--- config.mk ---
export PLATFORM = sky130hd
export DESIGN_NAME = hamming_sched
export DESIGN_NICKNAME = d
export VERILOG_FILES = /design/src/rtl/hamming_sched.sv
export SDC_FILE = /design/constraint.sdc
export NUM_CORES = 1
export LEC_CHECK = 0
export CORE_ASPECT_RATIO = 0.75
export CORE_UTILIZATION = 35
export DETAILED_ROUTE_END_ITERATION = 12
export PLACE_DENSITY = 0.73
export SETUP_SLACK_MARGIN = 0.05
export SLEW_MARGIN = 40
export SYNTH_ARGS = -nofsm -noshare
export SYNTH_HDL_FRONTEND = slang
export SYNTH_SLANG_ARGS = --single-unit
--- constraint.sdc ---
create_clock -name clk -period 1.8 [get_ports clk]
set_input_delay 0.18 -clock clk [delete_from_list [all_inputs] [get_ports clk]]
set_output_delay 0.18 -clock clk [all_outputs]
set_load 0.05 [all_outputs]
--- src/rtl/hamming_sched.sv ---
// hamming_sched
//   Round-robin scheduler that shares one Hamming(7,4) decode/correct core
//   between NREQ requesters. Each transaction goes through IDLE (grant and
//   capture), DEC (correct and register) and RESP (hold the response until it
//   is accepted), so the fastest rate is one transaction every 3 cycles.
//
// Parameters
//   NREQ   number of requesters, 2..4
//   CNT_W  width of the corrected-error counter
//
// Ports
//   clk        rising-edge clock
//   rst        synchronous reset, active-high; overrides every other event
//   req        req[k]=1: requester k presents a codeword on cw[7k+6:7k]
//   cw         codewords; bit i of each slice is Hamming position i+1
//   gnt        one-hot pulse: that requester's codeword is captured this edge
//   rsp_valid  response valid (RESP state)
//   rsp_ready  consumer accepts the response
//   rsp_id     requester index of the response
//   rsp_data   corrected data {d3,d2,d1,d0}
//   rsp_syn    syndrome {s4,s2,s1}; nonzero = corrected bit position
//   rsp_err    syndrome != 0
//   busy       FSM not in IDLE
//   corr_cnt   saturating count of accepted responses with rsp_err=1
//
// Optional feature
//   HAM_STATS_EN: builds the corrected-error counter; when undefined the
//   counter is absent and corr_cnt is tied to zero.

module hamming_sched #(
  parameter int NREQ  = 2,
  parameter int CNT_W = 8
) (
  input  logic                 clk,
  input  logic                 rst,
  input  logic [NREQ-1:0]      req,
  input  logic [7*NREQ-1:0]    cw,
  output logic [NREQ-1:0]      gnt,
  output logic                 rsp_valid,
  input  logic                 rsp_ready,
  output logic [1:0]           rsp_id,
  output logic [3:0]           rsp_data,
  output logic [2:0]           rsp_syn,
  output logic                 rsp_err,
  output logic                 busy,
  output logic [CNT_W-1:0]     corr_cnt
);

  typedef enum logic [1:0] {S_IDLE, S_DEC, S_RESP} state_t;

  state_t     state_q, state_d;
  logic [1:0] rr_q, rr_d;
  logic [6:0] cap_cw_q, cap_cw_d;
  logic [1:0] cap_id_q, cap_id_d;
  logic [1:0] id_q, id_d;
  logic [3:0] data_q, data_d;
  logic [2:0] syn_q, syn_d;
  logic       err_q, err_d;

  // Arbiter: search from rr_q upward with wrap; req is widened to 4 bits so
  // the search index can always be 2 bits wide.
  logic [3:0] req4;
  logic [2:0] sum;
  logic       found;
  logic [1:0] win;
  logic [6:0] win_cw;

  always_comb begin
    req4           = '0;
    req4[NREQ-1:0] = req;
    sum            = '0;
    found          = 1'b0;
    win            = '0;
    for (int unsigned i = 0; i < NREQ; i++) begin
      sum = {1'b0, rr_q} + 3'(i);
      if (sum >= 3'(NREQ)) sum = sum - 3'(NREQ);
      if (!found && req4[sum[1:0]]) begin
        found = 1'b1;
        win   = sum[1:0];
      end
    end
    win_cw = '0;
    for (int unsigned k = 0; k < NREQ; k++) begin
      if (win == 2'(k)) win_cw = cw[7*k +: 7];
    end
  end

  // Decoder: syndrome names the erroneous position; flip it, then extract data.
  logic [2:0] dec_syn;
  logic [6:0] dec_fix;

  always_comb begin
    dec_syn[0] = cap_cw_q[0] ^ cap_cw_q[2] ^ cap_cw_q[4] ^ cap_cw_q[6];
    dec_syn[1] = cap_cw_q[1] ^ cap_cw_q[2] ^ cap_cw_q[5] ^ cap_cw_q[6];
    dec_syn[2] = cap_cw_q[3] ^ cap_cw_q[4] ^ cap_cw_q[5] ^ cap_cw_q[6];
    dec_fix    = cap_cw_q;
    if (dec_syn != 3'd0) dec_fix = cap_cw_q ^ (7'd1 << (dec_syn - 3'd1));
  end

  always_comb begin
    state_d  = state_q;
    rr_d     = rr_q;
    cap_cw_d = cap_cw_q;
    cap_id_d = cap_id_q;
    id_d     = id_q;
    data_d   = data_q;
    syn_d    = syn_q;
    err_d    = err_q;
    gnt      = '0;
    unique case (state_q)
      S_IDLE: begin
        if (found && !rst) begin
          gnt      = NREQ'(1) << win;
          cap_cw_d = win_cw;
          cap_id_d = win;
          rr_d     = (win == 2'(NREQ - 1)) ? 2'd0 : win + 2'd1;
          state_d  = S_DEC;
        end
      end
      S_DEC: begin
        id_d    = cap_id_q;
        data_d  = {dec_fix[6], dec_fix[5], dec_fix[4], dec_fix[2]};
        syn_d   = dec_syn;
        err_d   = (dec_syn != 3'd0);
        state_d = S_RESP;
      end
      S_RESP: begin
        if (rsp_ready) state_d = S_IDLE;
      end
      default: state_d = S_IDLE;
    endcase
  end

  always_ff @(posedge clk) begin
    if (rst) begin
      state_q  <= S_IDLE;
      rr_q     <= '0;
      cap_cw_q <= '0;
      cap_id_q <= '0;
      id_q     <= '0;
      data_q   <= '0;
      syn_q    <= '0;
      err_q    <= 1'b0;
    end else begin
      state_q  <= state_d;
      rr_q     <= rr_d;
      cap_cw_q <= cap_cw_d;
      cap_id_q <= cap_id_d;
      id_q     <= id_d;
      data_q   <= data_d;
      syn_q    <= syn_d;
      err_q    <= err_d;
    end
  end

  assign rsp_valid = (state_q == S_RESP);
  assign busy      = (state_q != S_IDLE);
  assign rsp_id    = id_q;
  assign rsp_data  = data_q;
  assign rsp_syn   = syn_q;
  assign rsp_err   = err_q;

`ifdef HAM_STATS_EN
  logic [CNT_W-1:0] cnt_q, cnt_d;

  always_comb begin
    cnt_d = cnt_q;
    if ((state_q == S_RESP) && rsp_ready && err_q && (cnt_q != '1))
      cnt_d = cnt_q + CNT_W'(1);
  end

  always_ff @(posedge clk) begin
    if (rst) cnt_q <= '0;
    else     cnt_q <= cnt_d;
  end

  assign corr_cnt = cnt_q;
`else
  assign corr_cnt = '0;
`endif

endmodule

Run 1, congestion heat map:
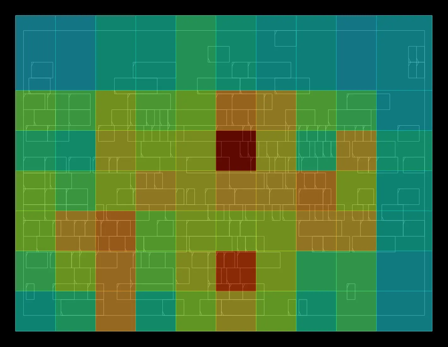
GR met2 Demand/Resource: 0.255
GR met1 Demand/Resource: 0.166
post-layout utilization of the core: 0.501
WL per Instance: 11.9 µm
busiest layer in global routing: met2

Run 1, signal wires by layer:
The bar under the picture is 20 µm long. Two of the layers only.
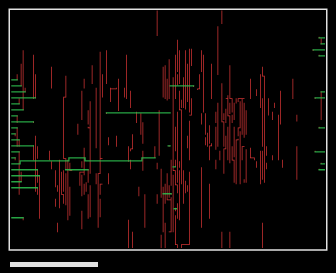
legend:
  M2:
    color: red
    wire_length: 1140 µm
  M3:
    color: green
    wire_length: 130 µm

Run 1, cell density map:
7 x 5 tiles, from black (low) to pale yellow (high), 0 to 100% covered.
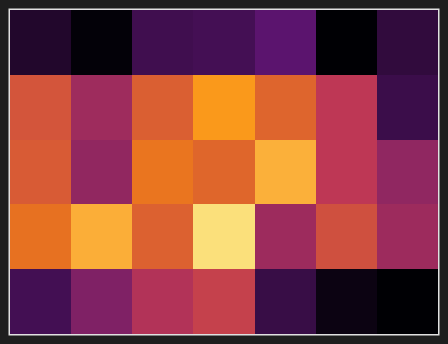
mean over tiles: 42%
fullest tile: 93%
densest ninth of the die: center
tiles over 75% full: 11%
nearly empty tiles: 8.6%
Initial Util: 0.377
core footprint: 3380 µm²

==> results.txt, run 1 <==
Implementation numbers.

- The flow ran to the end, and the final reports show no timing, DRC or antenna violations.
- The number of synthesized register bits is 23.
- Across every metal layer, demand over resource in global routing totals 0.141.
- The flow measured a signed area growth from synthesis to layout of 32.7%.
- The number of cells traversed by the worst hold path reads 2.
- The number of global-route vias before repair is 980.
- Setup slack on the worst reg-to-reg path comes out at ~0.20 ns.
- The end point of the worst hold path is rsp_id[1].
- The xor and xnor fraction of the mapped netlist area reads 0.105.
- The simple logic cell fraction of the synthesized area reads 0.184.
- The post-route minimum period is around 1.6 ns.
- The final-layout clock buffer total reads 3.
- The floorplan step set the die width to just over 70 µm.
- For the worst setup path, the data arrival time is about 1.4 ns.
- For the worst flop-to-flop path, the logic depth is 4.
- The clock tree has to reach 23 sinks.
- The setup slack of the critical path after layout is between 0.15 and 0.2 ns.
- The combinational fraction of the cell area is 0.433.
- The biggest power consumer among the groups is combinational logic.
- STA lists the maximum fanout along the critical path as 3.
- The register clock-pin slew on the reported worst setup and hold paths reads about 0.080 ns.
- At the pin with the least slew margin, the transition time is between 0.5 and 0.6 ns.
- The first-pass GRT wire length is around 4.2 mm.
- The most common logic cell in the final layout is sky130_fd_sc_hd__clkdlybuf4s50_1.
- The cell-internal power is between 0.0009 and 0.001 W.
- Entering global routing, the biggest net connects 16 pins.
- Summing all multiplexer cells gives an area fraction of 0.0550.
- The power of the clock network reads 0.000327 W.
- The estimated wirelength of the detail-placed design reads between 1.5 and 2 mm.
- In this run the critical path is formed by clkdlybuf4s50_1, a21boi_1, o21ai_1, nor2_1, and2_1, buf_12.
- The critical path endpoint reads gnt[0].
- The number of antenna cells inserted reads 0.
- The switching component of the power is between 0.0006 and 0.0007 W.
- The number of H-tree levels is 1.
- The maximum clock insertion buffer count is 2.
- The total overflow reported by the global router reads 0.
- The area share of fa/ha/maj cells after synthesis is 0.
- The post-placement setup slack reads about 0.10 ns.
- The count of placed standard cells including taps reads ~210.
- The tightest slew margin relative to the limit reads 0.665.
- The share of total power dissipated in sequential elements is 0.388.
- The die outline area reads roughly 3900 µm².
- The post-synth tally of flip-flops with integrated enable reads 0.
- The net switching share of the total power is 0.384.
- The post-synthesis average cell area is 9.04 µm².
- The worst min-delay path category is flip-flop to flip-flop.
Run 1, register map, names as in the netlist:
The bar under the picture is 20 µm long.
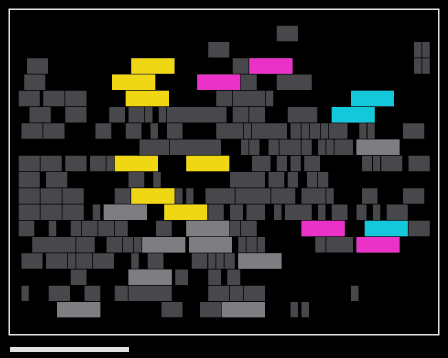

==> run 1 -> run 2 <==
- CORE_UTILIZATION: 35 -> 30
- CTS_BUF_LIST: default -> sky130_fd_sc_hd__clkbuf_8 sky130_fd_sc_hd__clkbuf_16
- PLACE_DENSITY: 0.73 -> 0.66
Run 2, register map, names as in the netlist:
The bar under the picture is 20 µm long.
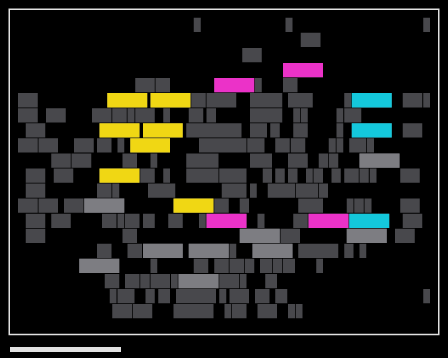
legend:
  cap_cw_q:
    color: yellow
    flops: 7
  rsp_data:
    color: magenta
    flops: 4
  rsp_syn:
    color: cyan
    flops: 3
not colored: 9
flip-flop and latch share of the layout cell area: 0.268
total area of sequential cells: 460 µm²
post-layout utilization of the core: 0.424
sequential power: 0.000611 W

==> run 2 against run 1 <==
Clock-buffer cell count unchanged. Critical path depth unchanged. Die area increased by 16%. Global-route usage decreased by 1.9 points. Highest routed layer unchanged. Largest power group unchanged.
==> results.txt, run 2 <==
Implementation numbers.

- The global-route met1 utilization reads 0.162.
- The number of synthesized register bits reads 23.
- Of the total synthesized cell area, the portion taken by XOR and XNOR cells is 0.105.
- The post-route minimum period is around 1.6 ns.
- The biggest power consumer among the groups reads combinational logic.
- Summed over all layers, the global routing overflow is 0.
- The detailed placer reported the number of placed instances as roughly 230.
- The depth of the worst register-to-register path reads 4.
- For this design the total switching power over the nets is roughly 0.00059 W.
- The maximum clock insertion buffer count reads 2.
- The flow ran to the end, and the final reports show no timing, DRC or antenna violations.
- In this run the critical path is formed by clkdlybuf4s50_1, a21boi_1, o21ai_1, nor2_1, and2_1, buf_12.
- The most critical min-delay path falls under flip-flop to flip-flop.
- Between the synthesized netlist and the finished layout, the area growth was recorded as 34.9%.
- The mux cell area share after synthesis is 0.0550.
- The initial utilization of the core area, before any placement, comes to 0.315.
- The clock sink total is 23.
- The post-synth tally of flip-flops with integrated enable is 0.
- The power of the clock network reads 0.000313 W.
- The critical path data arrival time reads roughly 1.4 ns.
- In the post-route analysis, the smallest setup slack over all paths is 0.195 ns.
- The first global-routing pass estimated 4.37 mm of wire.
- The combinational fraction of the cell area reads 0.424.
- The critical path endpoint is gnt[0].
- The tightest slew margin relative to the limit is 0.660.
- The pin closest to its max-slew limit shows a slew of 0.509 ns.
- Summed over all nets, the half-perimeter wirelength after detailed placement is 1.89 mm.
- The die span in x is ~77 µm.
- The worst hold path terminates at rsp_id[0].
- On the reported timing paths, the clock transition at the registers reads 0.08 ns.
- The post-placement setup slack is around 0.14 ns.
- The pin count of the biggest net entering global routing reads 17.
- The net switching share of the total power reads 0.375.
- The reg2reg setup slack reads about 0.21 ns.
- The portion of total power attributed to sequential cells is 0.389.
- The die outline area is 4520 µm².
- The final layout report lists a clock buffer count of 3.
- Per the detail_route report, routed wire per instance is about 11 µm.
- 0 antenna diodes ended up in the layout.
- The global routing report lists met2 layer usage as 0.197.
- The number of cells traversed by the worst hold path reads 2.
- A synthesized cell averages around 9.0 µm².
- Global route summary, busiest routing layer listed as met2.
Run 2, cell density map:
8 x 6 tiles, from black (low) to pale yellow (high), 0 to 100% covered.
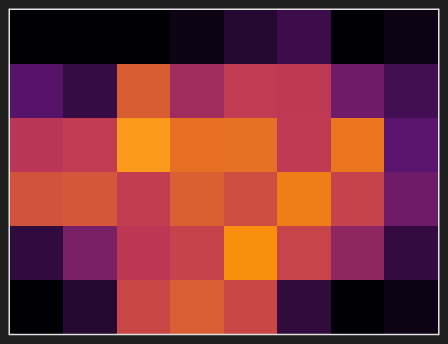
fullest tile: 78%
densest ninth of the die: center
mean over tiles: 37%
nearly empty tiles: 13%
tiles over 75% full: 4.2%

==> run 2 -> run 3 <==
- ABC_AREA: default -> 1
- CAP_MARGIN: default -> 20
- CORE_UTILIZATION: 30 -> 46
- PLACE_DENSITY: 0.66 -> 0.89
==> run 3 against run 2 <==
Sequential cell count stayed put. Die area fell by 31%. Core utilization is 22 points higher. Largest cell class unchanged. Maximum frequency fell by 2.4%. Critical endpoint is now gnt[1]. Worst setup slack lost 0.039 ns. Via count rose by 20%. Critical path depth stayed put. Non-clock buffer count down 3.
==> results.txt, run 3 <==
Implementation numbers.

- The run finished with clean final reports.
- The slew at the pin closest to its max-slew limit is 0.518 ns.
- The tightest slew margin relative to the limit reads 0.653.
- The total area inside the core boundary comes to roughly 2700 µm².
- The number of global-route vias before repair is approximately 1100.
- The xor and xnor fraction of the mapped netlist area reads 0.00655.
- The die outline area is approximately 3100 µm².
- At the floorplan stage, the core utilization is reported as 0.498.
- Summed over all sequential cells, the power is 0.000587 W.
- Per the GRT congestion report, total overflow comes to 0.
- The die span in x reads between 60 and 70 µm.
- The number of synthesized register bits is 23.
- The switching component of the power reads around 0.00056 W.
- The portion of total power attributed to sequential cells reads 0.400.
- Entering global routing, the biggest net connects 15 pins.
- The number of antenna cells inserted is 0.
- In this run, power in the clock network comes to around 0.00033 W.
- The mux cell area share after synthesis is 0.
- The most used routing layer in global routing reads met2.
- The net switching share of the total power is 0.383.
- The post-route minimum period is about 1.6 ns.
- The depth of the worst register-to-register path reads 11.
- The top cell type in the final layout, fill and taps aside, is sky130_fd_sc_hd__nand2_1.
- The cell-internal power reads between 0.0009 and 0.001 W.
- The post-synth tally of flip-flops with integrated enable reads 0.
- According to the hold report, the worst path is of the flip-flop to flip-flop type.
- The setup slack of the critical path after layout is 0.156 ns.
- Registers take 460 µm².
- The number of H-tree levels reads 1.
- The first global-routing pass estimated between 4 and 5 mm of wire.
- The estimated wirelength of the detail-placed design reads approximately 2.2 mm.
- The met2 usage in global routing is 0.317.
- The critical path data arrival time is approximately 1.5 ns.
- The simple logic cell fraction of the synthesized area is 0.391.
- The clock buffers instantiated in the layout total 3.
- The maximum clock insertion buffer count is 2.
- The sequential share of cell area is 0.265.
- Ranked by power, first place goes to registers.
- The register clock-pin slew on the reported worst setup and hold paths is 0.08 ns.
- The area share of fa/ha/maj cells after synthesis is 0.
- For this run, the share of the core covered by cells in the final layout is 0.648.
- The global-route met1 utilization reads 0.257.
- The critical path endpoint is gnt[1].
- The end point of the worst hold path is cap_id_q[1].
Run 3, congestion heat map:
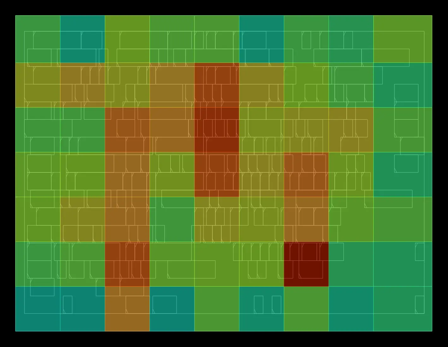
overall fraction of global-route tracks in use: 0.196
WL per Instance: 10.1 µm

Run 3, signal wires by layer:
The bar under the picture is 20 µm long. Two of the layers only.
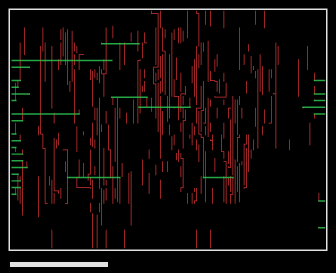
legend:
  M2:
    color: red
    wire_length: 1190 µm
  M3:
    color: green
    wire_length: 118 µm
Total Routed Length: 2.68 mm
vias after detailed routing: 1224


==> layout pictures side by side <==
Cells colored by class.
The bar under the picture is 20 µm long. Fill, decap, tap and diode cells in gray.
(a)
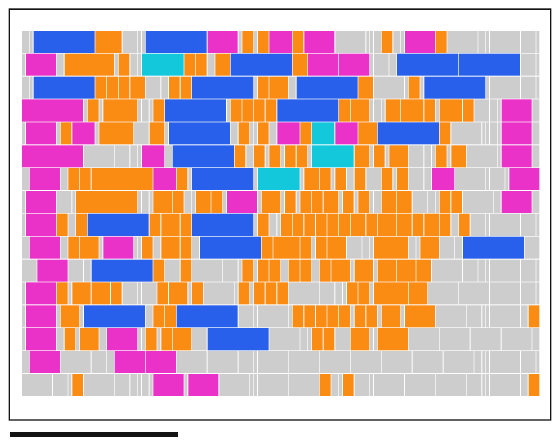
(b)
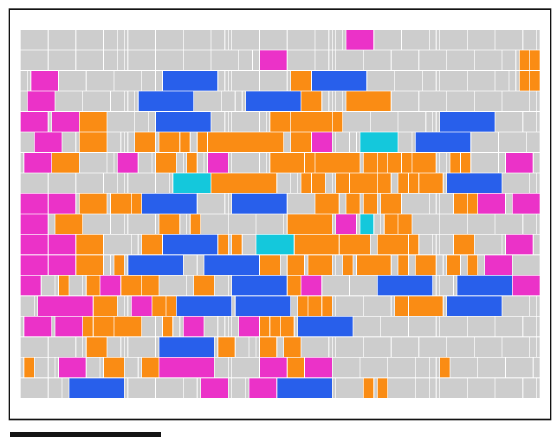
The one with the most cells is (a).
The one with the highest utilization is (a).
For run 3, see (a).
For run 1, see (b).

Power figures rest on the tool's default switching activity, not on a simulated workload.
